--- src/rtl/mill_frame_parse.sv ---
// Miller-decoded bit stream to ISO14443A bytes: odd-parity check, CRC_A residue, frame classification.
// Byte strobe and frame status are registered, one cycle after the accepting bit/EOF; no backpressure.
module mill_frame_parse #(
   parameter int          CNT_W    = 6,
   parameter logic [15:0] CRC_INIT = 16'h6363
) (
   input  logic             clk,
   input  logic             in_PoR,
   input  logic             in_enable,
   input  logic             in_bit_valid,
   input  logic             in_bit,
   input  logic             in_eof,
   output logic [7:0]       out_byte,
   output logic             out_byte_valid,
   output logic             out_parity_err,
   output logic [CNT_W-1:0] out_byte_count,
   output logic             out_frame_done,
   output logic             out_short_frame,
   output logic             out_crc_ok,
   output logic             out_frame_err
);

   typedef enum logic [1:0] {S_IDLE, S_DATA, S_PARITY, S_DONE} state_t;

   state_t           r_state;
   logic [7:0]       r_sr;
   logic [2:0]       r_bitcnt;
   logic [15:0]      r_crc;
   logic [CNT_W-1:0] r_cnt;
   logic             r_perr;
   logic [7:0]       r_byte;
   logic             r_byte_vld;
   logic             r_done;
   logic             r_short;
   logic             r_crc_ok;
   logic             r_ferr;

   state_t           w_state_n;
   logic [7:0]       w_sr_n;
   logic [2:0]       w_bitcnt_n;
   logic [15:0]      w_crc_n;
   logic [CNT_W-1:0] w_cnt_n;
   logic             w_perr_n;
   logic             w_byte_acc;
   logic             w_in_frame;
   logic             w_abort;
   logic             w_eof;
   logic             w_short;
   logic             w_ok;
   logic             w_crc_ok;

   // Reflected CRC_A, one bit per step
   function automatic logic [15:0] f_crc(input logic [15:0] c, input logic b);
      logic        fb;
      logic [15:0] n;
      fb = c[0] ^ b;
      n  = c >> 1;
      if (fb) n = n ^ 16'h8408;
      return n;
   endfunction

   // Next-state view including this cycle's bit, so an EOF in the same cycle classifies it
   always_comb begin
      w_state_n  = r_state;
      w_sr_n     = r_sr;
      w_bitcnt_n = r_bitcnt;
      w_crc_n    = r_crc;
      w_cnt_n    = r_cnt;
      w_perr_n   = r_perr;
      w_byte_acc = 1'b0;
      case (r_state)
         S_IDLE: begin
            if (in_enable && in_bit_valid) begin
               w_state_n  = S_DATA;
               w_sr_n     = {in_bit, 7'h00};
               w_bitcnt_n = 3'd1;
               w_crc_n    = f_crc(CRC_INIT, in_bit);
               w_cnt_n    = '0;
               w_perr_n   = 1'b0;
            end
         end
         S_DATA: begin
            if (in_bit_valid) begin
               w_sr_n     = {in_bit, r_sr[7:1]};
               w_crc_n    = f_crc(r_crc, in_bit);
               w_bitcnt_n = r_bitcnt + 3'd1;
               if (r_bitcnt == 3'd7) w_state_n = S_PARITY;
            end
         end
         S_PARITY: begin
            if (in_bit_valid) begin
               w_byte_acc = 1'b1;
               w_state_n  = S_DATA;
               if (~^{r_sr, in_bit}) w_perr_n = 1'b1;
               if (r_cnt != {CNT_W{1'b1}}) w_cnt_n = r_cnt + 1'b1;
            end
         end
         S_DONE:  w_state_n = S_IDLE;
         default: w_state_n = S_IDLE;
      endcase

      w_in_frame = (r_state == S_DATA) || (r_state == S_PARITY);
      w_abort    = w_in_frame && !in_enable;
      w_eof      = w_in_frame && in_enable && in_eof;
      w_short    = (w_state_n == S_DATA) && (w_bitcnt_n == 3'd7) && (w_cnt_n == '0);
      w_ok       = (w_state_n == S_DATA) && (w_bitcnt_n == 3'd0);
      w_crc_ok   = (w_crc_n == 16'h0000) && (w_cnt_n >= CNT_W'(3));
   end

   always_ff @(posedge clk or negedge in_PoR) begin
      if (!in_PoR) begin
         r_state    <= S_IDLE;
         r_sr       <= 8'h00;
         r_bitcnt   <= 3'd0;
         r_crc      <= CRC_INIT;
         r_cnt      <= '0;
         r_perr     <= 1'b0;
         r_byte     <= 8'h00;
         r_byte_vld <= 1'b0;
         r_done     <= 1'b0;
         r_short    <= 1'b0;
         r_crc_ok   <= 1'b0;
         r_ferr     <= 1'b0;
      end else begin
         r_byte_vld <= 1'b0;
         r_done     <= 1'b0;
         if (w_abort) begin
            // Abandon the frame silently; last frame's flags stay visible
            r_state <= S_IDLE;
         end else begin
            r_state  <= w_state_n;
            r_sr     <= w_sr_n;
            r_bitcnt <= w_bitcnt_n;
            r_crc    <= w_crc_n;
            r_cnt    <= w_cnt_n;
            r_perr   <= w_perr_n;
            if (w_byte_acc) begin
               r_byte     <= r_sr;
               r_byte_vld <= 1'b1;
            end
            if (w_eof) begin
               r_state  <= S_DONE;
               r_done   <= 1'b1;
               r_short  <= w_short;
               r_crc_ok <= w_crc_ok;
               r_ferr   <= !(w_short || w_ok);
               if (w_short) r_byte <= {1'b0, w_sr_n[7:1]};
            end
         end
      end
   end

   assign out_byte        = r_byte;
   assign out_byte_valid  = r_byte_vld;
   assign out_parity_err  = r_perr;
   assign out_byte_count  = r_cnt;
   assign out_frame_done  = r_done;
   assign out_short_frame = r_short;
   assign out_crc_ok      = r_crc_ok;
   assign out_frame_err   = r_ferr;

endmodule
--- config.mk ---
export PLATFORM = sky130hd
export DESIGN_NAME = mill_frame_parse
export DESIGN_NICKNAME = d
export VERILOG_FILES = /design/src/rtl/mill_frame_parse.sv
export SDC_FILE = /design/constraint.sdc
export NUM_CORES = 1
export LEC_CHECK = 0
export CORE_MARGIN = 3
export CORE_UTILIZATION = 30
export DETAILED_ROUTE_END_ITERATION = 8
export HOLD_SLACK_MARGIN = 0.05
export PLACE_DENSITY = 0.53
export SLEW_MARGIN = 0
export SYNTH_ARGS = -nofsm -noshare
export SYNTH_HDL_FRONTEND = slang
export SYNTH_SLANG_ARGS = --single-unit
--- constraint.sdc ---
create_clock -name clk -period 5.05 [get_ports clk]
set_input_delay 1.01 -clock clk [delete_from_list [all_inputs] [get_ports clk]]
set_output_delay 1.01 -clock clk [all_outputs]
set_load 0.005 [all_outputs]
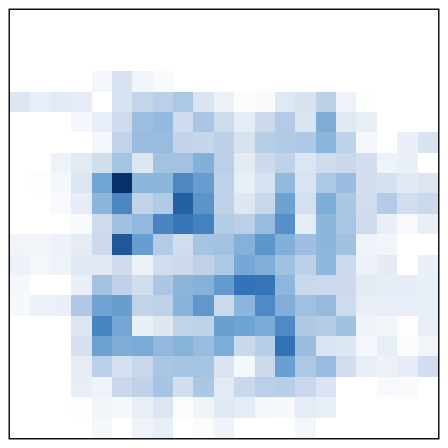
Figure 1: run 1, routed metal per tile.
The die is cut into 21 by 21 equal tiles; white is low, dark blue is high, scaled to the fullest tile. Values are wire area over tile area, all layers added.
mean over tiles: 0.10
tiles over half the peak: 7.0%
fullest tile: 0.58
densest ninth of the die: center
nearly empty tiles: 35%
Total Routed Length: 6830 um
total track usage: 13.8%

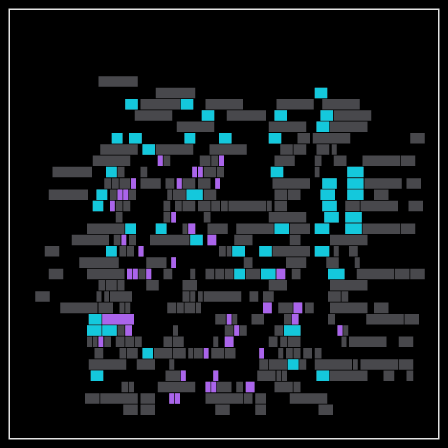
Figure 2: run 1, selected gate families.
legend:
  purple:
    family: NOR gates
    cells: 39
    most_used: nor2_1
  cyan:
    family: AND-OR and OR-AND gates
    cells: 47
    most_used: a22o_1
most numerous logic cell after layout: dfrtp_1
Non-Filler Instances: 418
combinational share of cell area: 45.2%

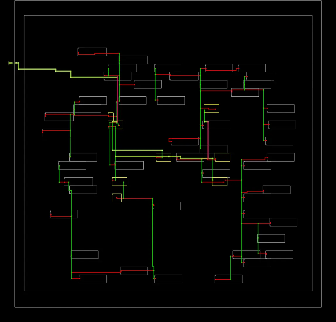
Figure 3: run 1, clock routing.
clk sinks: 49
Num CTS Buffers: 5
Clock Power: 0.251 mW

==> metrics.yaml, run 1 <==
outcome: "completed"
yosysWarnings: 0
crit_path_end_kind: "flop"
worst_hold_slack_ns: 0.494
largest_area_cell: "dfrtp_1"
die_h_um: 103
setup_viol: 0
fp_nets: 307
cts_tree: "done"
syn2layout_area_growth_pct: 14.4
num_io_pins: 26
syn_area_per_cell_um2: 9.55
logic_family: "AND-OR/OR-AND gates"
vias: 2356
post_cts_buffers: 0
finalWorstSetupSlack_ns: 1.16
crit_end: "out_byte[3]$_DFFE_PN0N_"
dr_wl_met3_um: 327
place_ws_ns: 0.806
worstMarginPinSlew_ns: 1.03
core_region_area_um2: 8930
setup_tns_ns: 0
async_reset_ff_share_pct: 100
adder_share_pct: 2.67
use_met1_pct: 19.8
regMostFlops: "r_crc"
required_ns: 5.30
port_buffers: 25
worstPathMaxFanout: 21
warning_count: 28
yosysChipArea_um2: 2820
cts_max_path_buffers: 2
hold_class: "reg -> reg"
top_layer: "met4"
start_kind: "primary input"
wl_met1_um: 3310
largest_reg_flops: 16
fin_total_pwr_mw: 2.03
grt_max_degree: 50
grt_overflow: 0
n_fill_cell: 906
fp_util_pct: 31.5
synth_area_um2: 2820
via_per_inst: 5.64
ant_nets: 0
diodes: 0
use_met2_pct: 21.5
pwr_density_cell_nw_per_um2: 630
r2r_slack_ns: 1.96
worstSkewPairLatency_ns: 0.30
hold_viol: 0
rsz0062_at_grt: "no"
slew_headroom_pct: 31.0
crit_start: "in_bit_valid"
grt_pass1_wl_um: 11700
power.leakage_nw: 1.32
drc: 0
dp_cells: 410
synthAoiAreaFrac_pct: 27.5
reg2reg_depth: 9
hold_buffers: 0
synthMuxAreaShare_pct: 0.355
final_max_slew_viol_count: 0
ctsRootBufferMaster: "clkbuf_8"
rows: 34
peakVddDrop_mv: 0.161
postSynthSeqShare_pct: 43.9
cts_resized: 0
gp_congestion: 0.850
yosys_cells: 295
ys_top_cells_by_area: "dfrtp_1 (36%), dfstp_2 (7.5%), a22o_1 (5.3%)"
placed_cell_area_um2: 3130
netlist_instances: 295
common_cells: "dfrtp_1 (41), nor2_1 (29), nand2_1 (22), o21ai_0 (19), a22o_1 (17)"
antenna_found_initial: 0
timing.rr.end: "out_byte[3]$_DFFE_PN0N_"
final.min_clock_period_ns: 3.89
path_clk_slew_ns: 0.09
layout-drive-gt1-share_pct: 11.6
top_cell: "dfrtp_1"
hpwl_um: 4760
ys_sh_simple_pct: 17.8
maxCapViolations: 0
dominantRegCellSynth: "dfrtp_1"
xor_area_share_pct: 3.42
first_global_vias: 2230
cp.arrival_ns: 4.14
path_class: "in -> reg"
drtIter0Drc: 121
drt_pass1_iterations: 5
chipWidth_um: 103
busiest_layer: "met2"
timing.fmax_mhz: 257
## run 1: report_power, final
part,total (mW),leakage [nW],switching [mW],internal [mW]
logic,1.01,0.673,0.519,0.486
clock network,0.251,0.0512,0.140,0.111
registers,0.772,0.599,0.192,0.580
## run 1: critical path, stage by stage
cell,delay (ns)
clkdlybuf4s50_1,0.94
nand3_2,0.41
a2111oi_2,0.38
a211oi_1,0.14
nor4_4,0.38
nand3_2,0.28
a21oi_2,0.35
o221a_2,0.23
## run 1: final cells by class
cell class | count | area (um^2) | area share (%)
multi-input combinational | 217 | 1460 | 45.2
sequential | 49 | 1240 | 38.4
timing repair buffer | 28 | 268 | 8.31
tap | 108 | 135 | 4.19
clock buffer | 6 | 82.6 | 2.56
inverter | 8 | 30.0 | 0.932
clock inverter | 2 | 13.8 | 0.427
Figure 4. Pin placement (run 1).
The bar under the picture is 20 um long. Pins as bars across the die edge, other pins in gray.
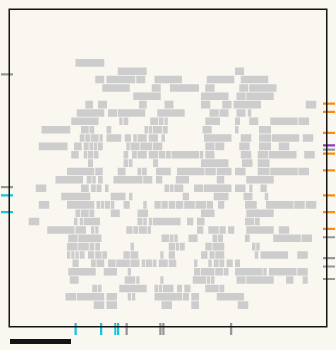

==> run 1 -> run 2 <==
==> constraint.sdc (replaced) <==
create_clock -name clk -period 3.8 [get_ports clk]
set_input_delay 0.76 -clock clk [delete_from_list [all_inputs] [get_ports clk]]
set_output_delay 0.76 -clock clk [all_outputs]
set_load 0.005 [all_outputs]
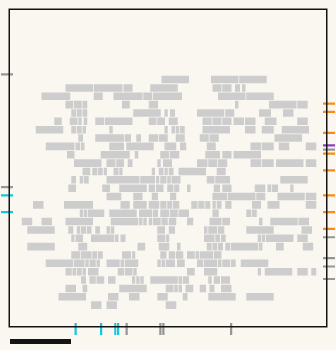
Figure 5: run 2, pin placement.
The bar under the picture is 20 um long. Pins as bars across the die edge, other pins in gray.
legend:
  cyan:
    port: `out_byte_count`
    pins: 6
    direction: output
    edge: 4 bottom, 2 left
  orange:
    port: `out_byte`
    pins: 8
    direction: output
    edge: right
  purple:
    port: `in_bit`
    pins: 1
    direction: input
    edge: right
count of input and output buffers: 25
Die H: 103 um
Die W: 103 um

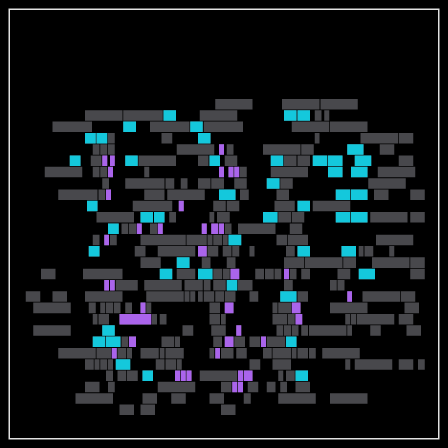
Figure 6: run 2, selected gate families.
legend:
  cyan:
    family: AND-OR and OR-AND gates
    cells: 47
    most_used: a22o_1
  purple:
    family: NOR gates
    cells: 39
    most_used: nor2_1

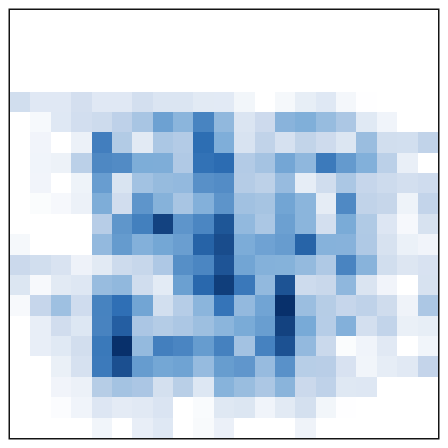
Figure 7: run 2, routed metal per tile.
The die is cut into 21 by 21 equal tiles; white is low, dark blue is high, scaled to the fullest tile. Values are wire area over tile area, all layers added.
mean over tiles: 0.10
fullest tile: 0.43
nearly empty tiles: 32%
densest ninth of the die: center
tiles over half the peak: 16%
drt wl/cell: 16.3 um
total track usage: 14.2%
Total Routed Length: 6960 um
Vias: 2366

==> metrics.yaml, run 2 <==
outcome: "completed"
hold_start: "out_short_frame$_DFFE_PN0P_"
hpwl_um: 5090
yosysWarnings: 0
grt_pass1_wl_um: 11900
power.leakage_nw: 1.38
top_area_share_pct: 36.4
yosysChipArea_um2: 2820
syn_area_per_cell_um2: 9.55
grt_max_degree: 38
syn2layout_area_growth_pct: 17.8
fp_util_pct: 31.5
setup_tns_ns: 0
n_fill_cell: 876
antenna_found_initial: 0
rows: 34
hold_class: "reg -> reg"
r2r_slack_ns: 0.73
fin_cells: 428
common_cells: "dfrtp_1 (41), nor2_1 (29), nand2_1 (22), o21ai_0 (19), a22o_1 (17)"
first_global_vias: 2328
layout-drive-gt1-share_pct: 14.1
warning_count: 28
dp_cells: 420
hold_viol: 0
cts_buffers: 5
dominantRegCellSynth: "dfrtp_1"
cts_max_path_buffers: 2
postSynthSeqShare_pct: 43.9
final.min_clock_period_ns: 3.29
drc: 0
ant_nets: 0
start_kind: "primary input"
timing.fmax_mhz: 304
final_max_slew_viol_count: 0
fin_total_pwr_mw: 2.78
worstSkewPairLatency_ns: 0.30
slew_headroom_pct: 44.8
finalWorstSetupSlack_ns: 0.507
cts_max_level: 2
hold_buffers: 0
reg2reg_depth: 9
largest_area_cell: "dfrtp_1"
hold_depth: 2
worst_hold_slack_ns: 0.497
place_ws_ns: 0.213
path_buffers: 1
path_clk_slew_ns: 0.09
cts_resized: 0
timing.rr.end: "out_byte[1]$_DFFE_PN0N_"
slowest_stage: "clkdlybuf4s50_1"
adder_share_pct: 2.67
critical_path.top_delay_family: "simple AND/OR/NAND/NOR gates"
ys_top_cells_by_area: "dfrtp_1 (36%), dfstp_2 (7.5%), a22o_1 (5.3%)"
ys_sh_simple_pct: 17.8
async_reset_ff_share_pct: 100
maxCapViolations: 0
yosys_cells: 295
cp.depth: 8
top_cell: "dfrtp_1"
placed_cell_area_um2: 3200
regMostFlops: "r_crc"
num_io_pins: 26
clkSinkCount: 49
finalCritPeriodShare_pct: 86.7
drt_pass1_iterations: 4
rr_startpoint: "r_state[0]$_DFF_PN0_"
rsz0062_at_grt: "no"
setup_viol: 0
post_cts_buffers: 0
peakVddDrop_mv: 0.269
via_per_inst: 5.53
xor_area_share_pct: 3.42
path_class: "in -> reg"
ctsRootBufferMaster: "clkbuf_8"
cp_slowest_stage_delay_ns: 0.69
fin_nets: 331
grt_overflow: 0
gp_congestion: 0.799
cts_tree: "done"
diodes: 0
pwr_density_cell_nw_per_um2: 837
netlist_instances: 295
crit_end: "out_byte[1]$_DFFE_PN0N_"
core_region_area_um2: 8930
fp_nets: 307
largest_reg_flops: 16
logic_family: "AND-OR/OR-AND gates"
final_common_cell: "dfrtp_1"
synthAoiAreaFrac_pct: 27.5
drtIter0Drc: 173
synthMuxAreaShare_pct: 0.355
layout_top_cells: "dfrtp_1 (41), nor2_1 (29), clkdlybuf4s50_1 (24)"
crit_chain: "clkdlybuf4s50_1, nand4_2, or4b_1, o211a_2, nor4_4, nand3_2, a21oi_2, o221a_2"
worstMarginPinSlew_ns: 0.828
skew_ns: 0.0105
required_ns: 4.05
crit_path_end_kind: "flop"
cp.arrival_ns: 3.54
synth_area_um2: 2820
worstPathMaxFanout: 12
crit_start: "in_bit_valid"
## run 2: routing by layer
layer  vias to the layer above  wire, um  track usage, %
met5                         -         0               0
met4                         0        45            2.69
met3                         4       215            2.37
met2                        42      3170            22.5
met1                      1168      3530            20.4
li1                       1152         -               -
## run 2: layout make-up
type / count / area (um^2) / area share [%]
multi-input combinational: 217 / 1460 / 43.9
sequential: 49 / 1240 / 37.3
timing repair buffer: 38 / 343 / 10.3
tap: 108 / 135 / 4.07
clock buffer: 7 / 86.3 / 2.60
clock inverter: 1 / 30.0 / 0.905
inverter: 8 / 30.0 / 0.905
## run 2: power breakdown
group          switching [mW]  internal (mW)
logic                   0.693          0.677
clock network           0.172          0.215
registers               0.249          0.772
total                    1.11           1.66
Figure 8. Clock routing (run 2).
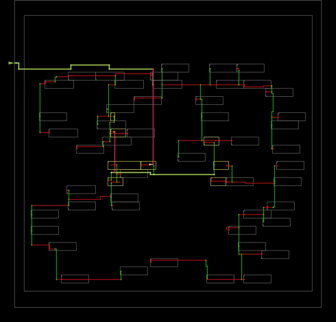

==> run 2 -> run 3 <==
--- a/config.mk
+++ b/config.mk
@@ -5,11 +5,14 @@
 export SDC_FILE = /design/constraint.sdc
 export NUM_CORES = 1
 export LEC_CHECK = 0
+export ABC_CLOCK_PERIOD_IN_PS = 3800
 export CORE_MARGIN = 3
 export CORE_UTILIZATION = 30
+export CTS_BUF_LIST = sky130_fd_sc_hd__clkbuf_2
 export DETAILED_ROUTE_END_ITERATION = 8
+export DONT_BUFFER_PORTS = 1
 export HOLD_SLACK_MARGIN = 0.05
-export PLACE_DENSITY = 0.53
+export PLACE_DENSITY = 0.5
 export SLEW_MARGIN = 0
 export SYNTH_ARGS = -nofsm -noshare
 export SYNTH_HDL_FRONTEND = slang
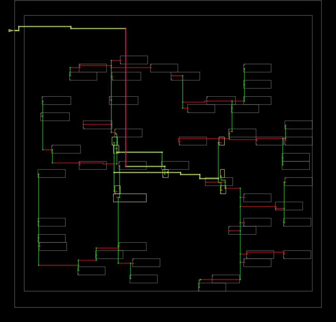
Figure 9: run 3, clock routing.
Setup Skew: 0.0278 ns
Flop Count: 49
Insertion Delay late pin: 0.42 ns
Clock Power: 0.277 mW
Clock Buffer Count: 6

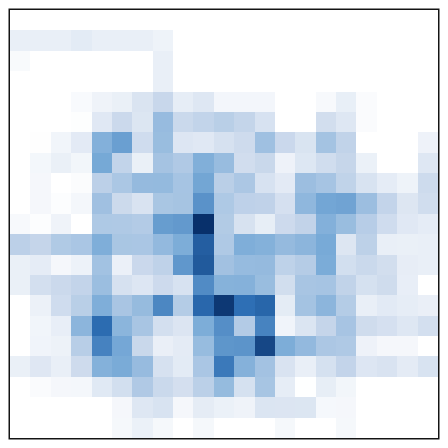
Figure 10: run 3, routed metal per tile.
The die is cut into 21 by 21 equal tiles; white is low, dark blue is high, scaled to the fullest tile. Values are wire area over tile area, all layers added.
nearly empty tiles: 32%
mean over tiles: 0.11
tiles over half the peak: 6.3%

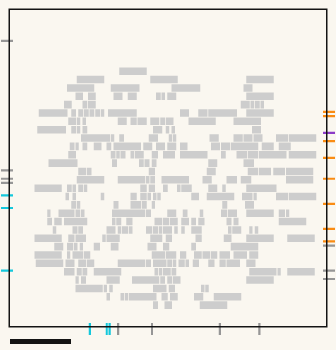
Figure 11: run 3, pin placement.
The bar under the picture is 20 um long. Pins as bars across the die edge, other pins in gray.
legend:
  cyan:
    port: `out_byte_count`
    pins: 6
    direction: output
    edge: 3 bottom, 3 left
  purple:
    port: `in_bit`
    pins: 1
    direction: input
    edge: right
  orange:
    port: `out_byte`
    pins: 8
    direction: output
    edge: right
all pins by edge: 12 right, 7 left, 7 bottom
count of input and output buffers: 0

==> metrics.yaml, run 3 <==
outcome: "completed"
taps: 108
path_class: "reg -> reg"
r2r_slack_ns: 0.67
timing.rr.end: "out_byte[3]$_DFFE_PN0N_"
layout-drive-gt1-share_pct: 12.5
hold_class: "in -> async"
setup_viol: 0
fin_total_pwr_mw: 2.51
drt_pass1_iterations: 4
ant_nets: 0
common_cells: "dfrtp_1 (41), nor2_1 (29), nand2_1 (22), o21ai_0 (19), a22o_1 (17)"
route.met2.wl_um: 3150
power.leakage_nw: 1.24
fin_cells: 396
layout_top_cells: "dfrtp_1 (41), nor2_1 (29), nand2_1 (22)"
crit_start: "r_state[0]$_DFF_PN0_"
placed_cell_area_um2: 2890
synth_area_um2: 2820
largest_area_cell: "dfrtp_1"
dp_cells: 386
fp_nets: 307
hold_viol: 0
core_region_area_um2: 8930
path_buffers: 1
yosysChipArea_um2: 2820
largest_reg_flops: 16
nonClkBufAreaFrac_pct: 2.26
yosys_cells: 295
rsz0062_at_grt: "no"
warning_count: 28
first_global_vias: 2212
dr_wl_met3_um: 459
num-nonclk-inverters: 8
cts_max_path_buffers: 2
rows: 34
grtUsageTotal_pct: 14.4
setup_tns_ns: 0
syn2layout_area_growth_pct: 6.13
gp_congestion: 0.868
busiest_layer: "met2"
timing.fmax_mhz: 319
top_area_share_pct: 36.4
drc: 0
required_ns: 4.17
n_all_buffers: 6
finalCritPeriodShare_pct: 82.4
crit_end: "out_byte[3]$_DFFE_PN0N_"
dominant_cells: "combinational gates"
seqAreaFraction_pct: 41.4
clkSinkCount: 49
place_ws_ns: 0.677
num_io_pins: 26
chipWidth_um: 103
syn_area_per_cell_um2: 9.55
post_cts_buffers: 0
routed_wl_um: 7180
cp.depth: 9
fin_area_um2: 2990
via_per_inst: 5.75
worst_hold_slack_ns: 0.129
critical_path.top_delay_family: "AND-OR/OR-AND gates"
wl_per_cell_um: 18.1
met3_usage_pct: 3.79
comb_area_share_pct: 48.7
vias: 2276
dieArea_um2: 10600
grt_max_degree: 42
fp_util_pct: 31.5
drtIter0Drc: 198
hold_buffers: 1
num-multi-input-gates: 217
yosysWarnings: 0
critPathMostFrequentCell: "nand3_2"
numSynthFlops: 49
ys_top_cells_by_area: "dfrtp_1 (36%), dfstp_2 (7.5%), a22o_1 (5.3%)"
fin_util_pct: 33.5
use_met1_pct: 20.2
clk_share_pct: 2.13
synth-edff-count: 0
regMostFlops: "r_crc"
top_layer: "met4"
hpwl_um: 4910
crit_chain: "inv_1, ha_1, nand3_2, a2111oi_2, a211oi_1, nor4_4, nand3_2, a21oi_2, o221a_2"
ys_types: 55
cp.arrival_ns: 3.51
ctsRootBufferMaster: "clkbuf_2"
crit_path_end_kind: "flop"
final_common_cell: "dfrtp_1"
wl_met1_um: 3460
slew_headroom_pct: 29.7
reg2reg_depth: 9
finalWorstSetupSlack_ns: 0.667
path_clk_slew_ns: 0.26
diodes: 0
grt_overflow: 0
slowest_stage: "dfrtp_1"
cts_buffers: 5
top_cell: "dfrtp_1"
antenna_found_initial: 0
maxCapViolations: 0
final.min_clock_period_ns: 3.13
final_max_slew_viol_count: 0
fin_nets: 299
start_kind: "flop"
dominantRegCellSynth: "dfrtp_1"
peakVddDrop_mv: 0.210
n_fill_cell: 930
worstPathMaxFanout: 15
grt_pass1_wl_um: 11800
cp_slowest_stage_delay_ns: 0.46
pwr_density_cell_nw_per_um2: 840
async_reset_ff_share_pct: 100
postSynthSeqShare_pct: 43.9
logic_area_um2: 1460
cts_resized: 0
use_met2_pct: 21.3
cts_max_level: 2
regArea_um2: 1240
die_h_um: 103
rr_startpoint: "r_state[0]$_DFF_PN0_"
worstMarginPinSlew_ns: 1.05
netlist_instances: 295
cts_tree: "done"
run 3: where the power goes:
| part | internal [mW] | switching (mW) |
|---|---|---|
| Clock | 0.112 | 0.165 |
| Combinational | 0.536 | 0.656 |
| Sequential | 0.769 | 0.273 |
| Total | 1.42 | 1.09 |
run 3: logic make-up (layout without fill, tap and decap cells):
logic type	count (synthesis)	count (layout)	synth area share [%]
DFF	49	49	43.9
adders and majority gates	6	6	2.67
muxes	1	1	0.355
buffers and inverters	29	22	4.40
xor gates and xnor gates	11	11	3.42
AOI/OAI and AO/OA	102	102	27.5
and+or+nand+nor	97	97	17.8
No activity file was given, so power comes from the tool's default toggle rates.
